==> config.mk <==
export PLATFORM = sky130hd
export DESIGN_NAME = traffic_phase_ctrl
export DESIGN_NICKNAME = d
export VERILOG_FILES = /design/src/rtl/traffic_phase_ctrl.sv
export SDC_FILE = /design/constraint.sdc
export NUM_CORES = 1
export LEC_CHECK = 0
export CAP_MARGIN = 25
export CORE_UTILIZATION = 50
export CTS_BUF_LIST = sky130_fd_sc_hd__clkbuf_8
export CTS_CLUSTER_SIZE = 14
export DETAILED_ROUTE_END_ITERATION = 12
export GPL_TIMING_DRIVEN = 0
export PLACE_DENSITY = 0.93
export SYNTH_ARGS = -nofsm -noshare
export SYNTH_HDL_FRONTEND = slang
export SYNTH_SLANG_ARGS = --single-unit
==> constraint.sdc <==
create_clock -name clk -period 4.24 [get_ports clk]
set_input_delay 0.848 -clock clk [delete_from_list [all_inputs] [get_ports clk]]
set_output_delay 0.848 -clock clk [all_outputs]
set_load 0.01 [all_outputs]
Fig. 1: metal 1
Bar = 10 um. Supply wires on this layer in gray.
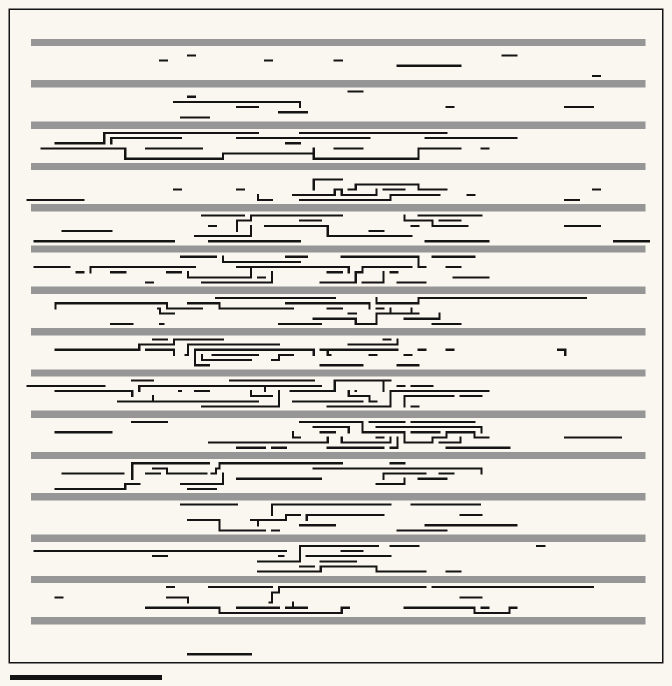
The layer holds 44% of the routed length. The longest straight run is 16.6 um. 94 nets have wire on it. The layer carries 764 um of wire.
total number of vias: 674
GRT met1 Usage: 0.2650
final WL: 1747 um

Fig. 2: the metal 2 layer
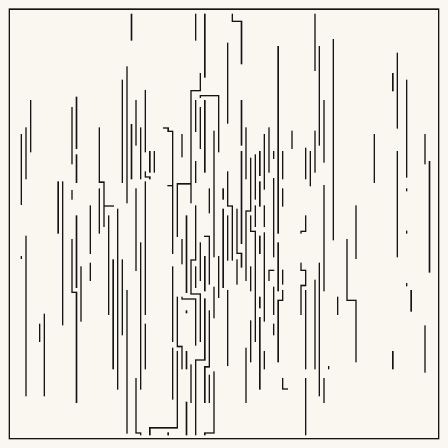
The longest straight run is 20.1 um. The wires run mostly vertical. 100 nets have wire on it. The layer carries 892 um of wire.
met2 usage: 0.3576

Fig. 3: met3 routing
Bar = 10 um. Cells faint in the background.
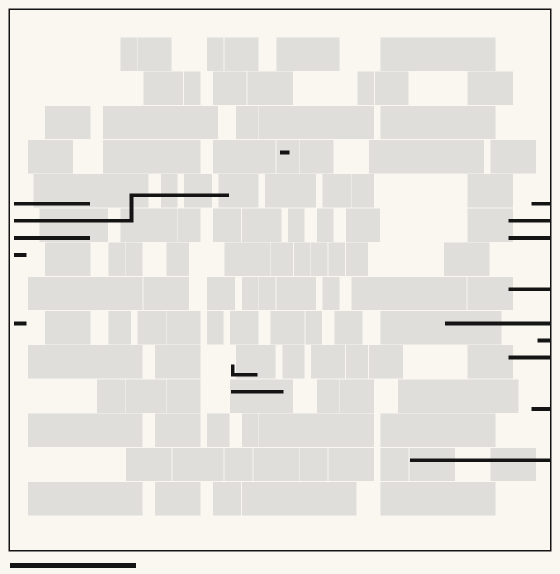
The layer holds 4.1% of the routed length. The wires run mostly horizontal. 16 nets have wire on it.
met3 Usage GRT: 0.04255

==> summary.txt <==
Status -> finished clean
Top Layout Cells -> clkdlybuf4s50_1, dfrtp_1, o21ai_0
Clock Tree Root -> clkbuf_8
CP arrival -> 1.36 ns
Gr usage total -> 0.2131
Setup CP Type -> register to output pin
Max-cap viol count -> 0
DP Wirelength -> 1205 um
GRT overflow -> 0
Die H -> 42.95 um
Most frequent logic cell in the layout -> clkdlybuf4s50_1
Critical Path End Type -> output pin
Filler cell count -> 122
HP Class -> register to register
WL/cell -> 14.20 um
Final hold vios -> 0
Worst Skew -> 0.002392 ns
Slew @ Worst Pin -> 0.7299 ns
Die width -> 42.95 um
Share of layout cells above drive strength 1 -> 0.1869
Post-synthesis cell count -> 79
Total CTS buffers -> 3
Clk latency late pin -> 0.25 ns
Crit path max fanout -> 8
Max-slew violations -> 0
CP top delay family -> buffers and inverters
Tool warnings -> 26
I/O Pins -> 26
Rel. slew slack -> 0.5119
Final ANT Viol Nets -> 0
CTS Sinks -> 17
Leakage Power -> 0.4697 nW
Vias per cell -> 5.480
Synth warn -> 0
CTS Hold Bufs -> 0
Yosys Instances -> 79
NumNets Final -> 113
Net Switching -> 0.0002992 W
Iteration-0 DRC Markers -> 11
Post-route setup TNS -> 0 ns
P&R area growth vs syn -> 34.33%
ANT cells -> 0
Cycle use final -> 0.5210
Ys flops -> 17
Final setup fails -> 0
Cell Area, Synth -> 838.3 um^2
Synthesis area per yosys -> 838.3 um^2
Row cnt -> 14
Initial antenna violation count -> 0
Max reg flops -> 4
Syn Area/Cell -> 10.61 um^2
Max incr delay on CP -> 0.60 ns
Power Internal -> 0.0005177 W
Count of different cell masters after synthesis -> 34
Full die area -> 1844 um^2
DR pass1 iterations -> 4
DRC Markers -> 0
Hold depth -> 1
Final Critical Period -> 2.209 ns
H-tree levels -> 1
Switch share -> 0.3663
Floorplan core density -> 0.5438
Unrepaired setup endpoints after global routing -> no
-- power by group through the flow --
stage               clock (W)  combinational (W)  sequential [W]
global route         0.000129           0.000458        0.000281
detailed placement          0           0.000416        0.000276
global placement            0           0.000411        0.000273
CTS                  0.000122           0.000423        0.000276
finish               0.000120           0.000422        0.000275
floorplan                   0           0.000221        0.000301
-- layer usage --
| layer | global-route usage | routed length, um | share of wire |
|---|---|---|---|
| met5 | 0 | 0 | 0 |
| met4 | 0.09091 | 19 | 0.011 |
| met3 | 0.04255 | 72 | 0.041 |
| met2 | 0.3576 | 891 | 0.51 |
| met1 | 0.2650 | 764 | 0.44 |
-- cell families after synthesis --
group	after synthesis	synth area share
other	1	0.004473
AND-OR/OR-AND	23	0.2075
flip-flops	17	0.5104
multiplexers	1	0.01791
buffers and inverters	10	0.07761
AND/OR/NAND/NOR	27	0.1821
-- final cells by class --
cell class              count  area, um^2  area share
clock buffers               3       41.29     0.03667
repair buffers             21       210.2      0.1867
inverters                   1       3.754    0.003333
clock inverters             1       5.005    0.004444
flip-flops and latches     17       427.9      0.3800
multi-input cells          55       356.6      0.3167
plain buffers               9       61.31     0.05444
well taps                  16       20.02     0.01778
-- metrics by stage --
step	instance area [um^2]	util	worst slack (ns)	power [W]	std cells
6_report	1126	0.7305	2.031	0.0008169	123
5_1_grt	1126	0.7305	2.002	0.0008675	123
4_1_cts	1126	0.7305	2.033	0.0008209	123
3_5_place_dp	1080	0.7005	1.844	0.0006921	119
3_3_place_gp	1080	0.7005	1.830	0.0006835	119
2_1_floorplan	849.6	-	2.428	0.0005215	82
-- Yosys cell counts --
library cell / count / area [um^2]
dfstp_2: 2 / 52.55
a21boi_0: 1 / 7.510
buf_2: 1 / 5.000
and2b_2: 3 / 26.28
a221o_1: 1 / 10.01
a31oi_1: 1 / 6.260
nand2b_1: 4 / 25.02
inv_1: 1 / 3.750
a21oi_1: 1 / 5.000
and2_1: 1 / 6.260
o22ai_1: 1 / 6.260
o21a_1: 2 / 15.01
dfrtp_1: 15 / 375.4
a211oi_2: 1 / 12.51
buf_4: 4 / 30.03
o32ai_1: 1 / 8.760
clkbuf_4: 1 / 7.510
nand4_1: 1 / 6.260
nor4_1: 1 / 6.260
a21boi_2: 1 / 11.26
nor2_1: 5 / 18.77
o21ai_0: 9 / 45.04
nand3b_1: 3 / 22.52
clkbuf_1: 2 / 7.510
o22a_1: 1 / 8.760
nor2b_1: 2 / 12.51
buf_6: 1 / 11.26
nand2_1: 6 / 22.52
o31ai_4: 1 / 21.27
a32oi_1: 1 / 8.760
conb_1: 1 / 3.750
and3_1: 1 / 6.260
a22oi_1: 1 / 7.510
mux2_4: 1 / 15.01
Power is estimated from default activity; no workload was simulated.
